### Track usage over the die

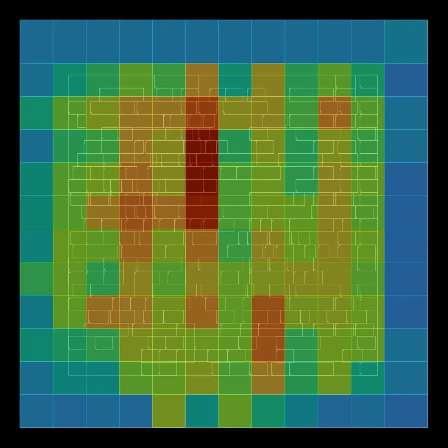
### Where the registers sit

Other sequential cells in the stronger gray, the rest of the logic in the fainter gray.
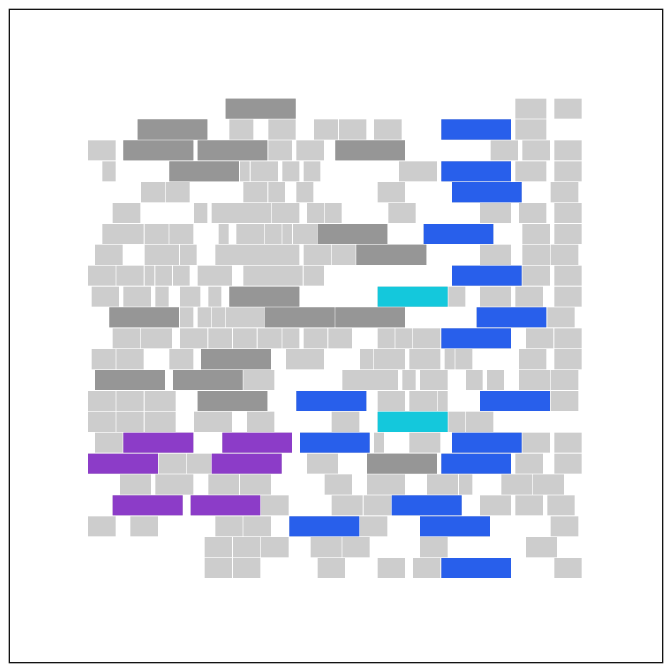
### Wiring by layer

Bar = 20 um.
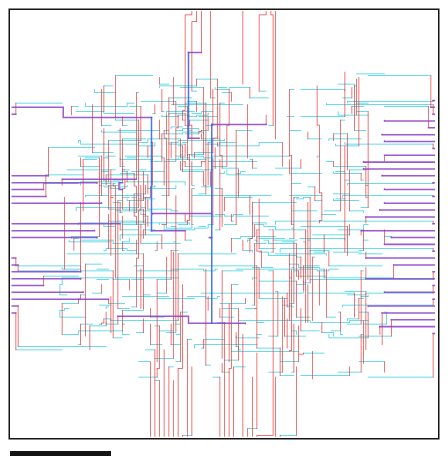
<file path="config.mk">
export PLATFORM = sky130hd
export DESIGN_NAME = pc_fetch_sequencer
export DESIGN_NICKNAME = d
export VERILOG_FILES = /design/src/rtl/pc_fetch_sequencer.sv
export SDC_FILE = /design/constraint.sdc
export NUM_CORES = 1
export LEC_CHECK = 0
export CORE_MARGIN = 10
export CORE_UTILIZATION = 45
export DETAILED_ROUTE_END_ITERATION = 12
export HOLD_SLACK_MARGIN = 0.12
export PLACE_DENSITY = 0.84
export SYNTH_ARGS = -nofsm -noshare
export SYNTH_HDL_FRONTEND = slang
export SYNTH_SLANG_ARGS = --single-unit
</file>
<file path="constraint.sdc">
create_clock -name clk -period 2.5 [get_ports clk]
set_input_delay 0.25 -clock clk [delete_from_list [all_inputs] [get_ports clk]]
set_output_delay 0.25 -clock clk [all_outputs]
set_load 0.02 [all_outputs]
</file>
<file path="src/rtl/pc_fetch_sequencer.sv">
// Program-counter owner and instruction-fetch sequencer for the i281 core.
// HALT -> FETCH (imem req/ack) -> EXEC (valid/done) loop with start/halt control.
module pc_fetch_sequencer #(
    parameter int unsigned PC_W    = 6,
    parameter int unsigned INSTR_W = 16,
    parameter int unsigned CNT_W   = 16
) (
    input  logic               clk,
    input  logic               rst_n,
    input  logic               i_start,
    input  logic               i_halt_req,
    output logic               o_imem_req,
    output logic [PC_W-1:0]    o_imem_addr,
    input  logic               i_imem_ack,
    input  logic [INSTR_W-1:0] i_imem_data,
    output logic [INSTR_W-1:0] o_instr,
    output logic               o_instr_valid,
    input  logic               i_instr_done,
    output logic [PC_W-1:0]    o_current_pc,
    output logic [5:0]         o_offset,
    input  logic [PC_W-1:0]    i_next_pc,
    output logic               o_running,
    output logic [CNT_W-1:0]   o_retired
);

    typedef enum logic [1:0] {
        StHalt  = 2'd0,
        StFetch = 2'd1,
        StExec  = 2'd2
    } state_t;

    localparam logic [CNT_W-1:0] CntOne = CNT_W'(1);
    localparam logic [CNT_W-1:0] CntMax = {CNT_W{1'b1}};

    state_t               r_state;
    logic [PC_W-1:0]      r_pc;
    logic [INSTR_W-1:0]   r_instr;
    logic                 r_halt_pending;
    logic [CNT_W-1:0]     r_retired;

    state_t               w_state_next;
    logic [PC_W-1:0]      w_pc_next;
    logic [INSTR_W-1:0]   w_instr_next;
    logic                 w_halt_pending_next;
    logic [CNT_W-1:0]     w_retired_next;
    logic [CNT_W-1:0]     w_retired_inc;

    // Saturating increment: the debug counter sticks at all-ones instead of wrapping.
    assign w_retired_inc = (r_retired == CntMax) ? r_retired : r_retired + CntOne;

    always_ff @(posedge clk or negedge rst_n) begin
        if (!rst_n) begin
            r_state        <= StHalt;
            r_pc           <= '0;
            r_instr        <= '0;
            r_halt_pending <= 1'b0;
            r_retired      <= '0;
        end else begin
            r_state        <= w_state_next;
            r_pc           <= w_pc_next;
            r_instr        <= w_instr_next;
            r_halt_pending <= w_halt_pending_next;
            r_retired      <= w_retired_next;
        end
    end

    always_comb begin
        w_state_next        = r_state;
        w_pc_next           = r_pc;
        w_instr_next        = r_instr;
        w_halt_pending_next = r_halt_pending;
        w_retired_next      = r_retired;
        unique case (r_state)
            StHalt: begin
                // A halt_req arriving with start arms the halt so exactly one instruction runs.
                if (i_start) begin
                    w_state_next        = StFetch;
                    w_halt_pending_next = i_halt_req;
                end
            end
            StFetch: begin
                if (i_halt_req) begin
                    w_halt_pending_next = 1'b1;
                end
                if (i_imem_ack) begin
                    w_instr_next = i_imem_data;
                    w_state_next = StExec;
                end
            end
            StExec: begin
                if (i_instr_done) begin
                    w_pc_next      = i_next_pc;
                    w_retired_next = w_retired_inc;
                    if (r_halt_pending || i_halt_req) begin
                        w_state_next        = StHalt;
                        w_halt_pending_next = 1'b0;
                    end else begin
                        w_state_next = StFetch;
                    end
                end else if (i_halt_req) begin
                    w_halt_pending_next = 1'b1;
                end
            end
            default: begin
                w_state_next        = StHalt;
                w_halt_pending_next = 1'b0;
            end
        endcase
    end

    assign o_imem_req    = (r_state == StFetch);
    assign o_instr_valid = (r_state == StExec);
    assign o_running     = (r_state != StHalt);
    assign o_imem_addr   = r_pc;
    assign o_current_pc  = r_pc;
    assign o_instr       = r_instr;
    assign o_offset      = r_instr[5:0];
    assign o_retired     = r_retired;

endmodule

</file>
==> run notes <==
yosys + openroad results -> critical path data arrival time 2.19 ns, initial antenna violation count 0, Hold Path Sink o_instr[15]$_DFFE_PN0P_, Crit Path Category reg2reg, synthesized area 1900 sq um, setup TNS 0 ns, maxcap violations 0, Final GP Congestion 0.810, Worst-Margin Slew 0.895 ns, Int Power 2080 uW, via count 1351, fin crit share 80.4%, pin count of the biggest net entering global routing 42, Min Hold Slack 0.501 ns, CTS max path bufs 2, WL/cell 17.5 um, Setup crit end kind flip-flop, Pre-antenna DRT Iters 4, io pins 81, CP cell instances ha_1, nand4_2, nor4_4, and4b_1, xor2_1, DR vias/cell 5.08, Final Hold Viols 0, HP Start o_instr[15]$_DFFE_PN0P_, RR Endpoint o_retired[15]$_DFFE_PN0P_, syn avg cell area 13.4 sq um, post-route DRC violation count 0, Syn Inst Count 142, Comb pwr share 49.4%, Post-synth top cells dfrtp_1, mux2_2, buf_4, P_leak 0.00121 uW, CTS Buf Count 5, DIE AREA 7210 sq um, switching pwr 1180 uW, Seq pwr share 33.9%, total wire length 4660 um, vias in the first global route 1502, reg-to-reg startpoint o_retired[0]$_DFFE_PN0P_, CTS tree done, CTS H-tree depth 2, clock power share 16.7%, Top delay family on crit path simple AND/OR/NAND/NOR gates, Switching Share 36.3%, Final ANT Viol Nets 0, Net Count, Synth 171, first-pass GRT wire length 7650 um, Yosys chip area 1900 sq um, fin nets 244, Clock Skew 0.00447 ns, warning total across the stage logs 26, HPWL after DPL 3590 um, Yosys top cell by area dfrtp_1, initial core utilization 47.1%, HP Class reg2reg, R2R Setup Slk 0.49 ns, port bufs 80, headroom to the max-slew limit 40.4%, Largest cells by area dfrtp_1, mux2_2, buf_4, hold depth 1, Post-synth top flop dfrtp_1, Clock Root Buffer clkbuf_8, Die W 84.9 um, Unique cell types 37, slowest CP cell nor4_4, height of the die 84.9 um, async set or reset register ratio after synthesis 100%, CP max FO 11, Synth-to-Final Area Change 45.9%, Worst setup SP type flip-flop, # rows 23, DR iter-0 viols 54, post-CTS setup buffers 0, Antenna diodes 0, Yosys warning total 0, VDD IR max 766 uV, layout cells sized above 1 17.6%, pwr/cell area 1180 nW/um^2, cell count of the worst reg-to-reg path 5, GRT overflow 0, Final Max Tran Viols 0, status finished clean, number of enable flip-flop cells 0, fmax 497 MHz, CTS Sinks 41, Area leader share 54.1%, fin crit period 2.01 ns, # resized after CTS 0
## Picture notes: 'Track usage over the die'
All-Layer GR Usage: 13.1%
Most Used Layer, Global Route: met2

## Picture notes: 'Where the registers sit'
o_instr: drawn in blue, sequential cells 16. o_current_pc: drawn in purple, sequential cells 6. r_state: drawn in cyan, sequential cells 2.

## Picture notes: 'Wiring by layer'
metal 4: drawn in blue, wire length 78.9 um. metal 1: drawn in cyan, wire length 1910 um. metal 2: drawn in red, wire length 2140 um. metal 3: drawn in purple, wire length 535 um.

-- kinds of logic (layout without fill, tap and decap cells) --
| family | count (synthesis) | count (layout) | synth area share [%] |
|---|---|---|---|
| simple gates | 39 | 39 | 15.4 |
| mux | 24 | 24 | 14.4 |
| buf+inv | 16 | 90 | 6.20 |
| flops | 41 | 41 | 54.1 |
| xor+xnor | 15 | 15 | 6.93 |
| compound gates | 6 | 6 | 2.24 |
| fa+ha+maj | 1 | 1 | 0.660 |
-- metrics by stage --
stage / worst slack, ns / cells / area [sq um] / total power, uW
global placement: 0.632 / 257 / 2640 / 2690
detailed placement: 0.517 / 257 / 2640 / 2760
finish: 0.490 / 266 / 2770 / 3260
CTS: 0.494 / 266 / 2770 / 3310
global route: 0.390 / 266 / 2770 / 3450
floorplan: 0.675 / 142 / 1900 / 2030
-- worst max path at each step --
stage                                      endpoint                startpoint  cells past startpoint
after floorplan            o_retired[1]$_DFFE_PN0P_  o_retired[0]$_DFFE_PN0P_                      6
after global placement    o_retired[15]$_DFFE_PN0P_              i_instr_done                      5
after detailed placement  o_retired[15]$_DFFE_PN0P_  o_retired[0]$_DFFE_PN0P_                      5
after CTS                 o_retired[15]$_DFFE_PN0P_  o_retired[0]$_DFFE_PN0P_                      5
after global routing       o_retired[1]$_DFFE_PN0P_  o_retired[0]$_DFFE_PN0P_                      5
final                     o_retired[15]$_DFFE_PN0P_  o_retired[0]$_DFFE_PN0P_                      5
-- flip-flops by register name (all words and copies together) (netlist names) --
| name | cells |
|---|---|
| r_halt_pending | 1 |
| o_instr | 16 |
| o_retired | 16 |
| o_current_pc | 6 |
| r_state | 2 |
-- per-layer routing --
metal / share of wire (%) / GRT usage, % / up-vias
li1: - / - / 638
met1: 41 / 14.3 / 639
met2: 46 / 20.7 / 66
met3: 11 / 7.46 / 8
met4: 1.7 / 4.94 / 0
met5: 0 / 0 / -
-- layout by cell type (no fill, tap or decap), drive strengths merged, types with 2 or more instances in the layout --
cell type / Yosys / layout
nor2: 3 / 3
xnor2: 7 / 7
nand2: 4 / 4
nor4: 4 / 4
nand2b: 3 / 3
mux2: 24 / 24
nand4: 7 / 7
o21ai: 3 / 3
clkbuf: 0 / 7
nand3: 4 / 4
xor2: 8 / 8
clkdlybuf4s50: 0 / 79
dfrtp: 41 / 41
nand3b: 2 / 2
nor3: 2 / 2
nor2b: 2 / 2
-- area by class of cell --
| type | instances | area (sq um) |
|---|---|---|
| Inverter | 1 | 3.75 |
| Clock inverter | 1 | 30.0 |
| Sequential cell | 41 | 1030 |
| Fill cell | 297 | 1260 |
| Multi-Input combinational cell | 85 | 753 |
| Tap cell | 50 | 62.6 |
| Timing Repair Buffer | 81 | 806 |
| Clock buffer | 7 | 86.3 |
-- power by group through the flow --
stage	clock, uW	sequential [uW]	combinational (uW)
finish	544	1100	1610
global route	587	1150	1710
CTS	557	1110	1650
detailed placement	0	1120	1640
global placement	0	1080	1610
floorplan	0	1350	679
-- worst reg2reg max path, stage by stage, from the launching register on --
cell,delay [ns]
dfrtp_1,0.45
ha_1,0.24
nand4_2,0.17
nor4_4,0.63
and4b_1,0.27
xor2_1,0.13
Power is estimated from default activity; no workload was simulated.
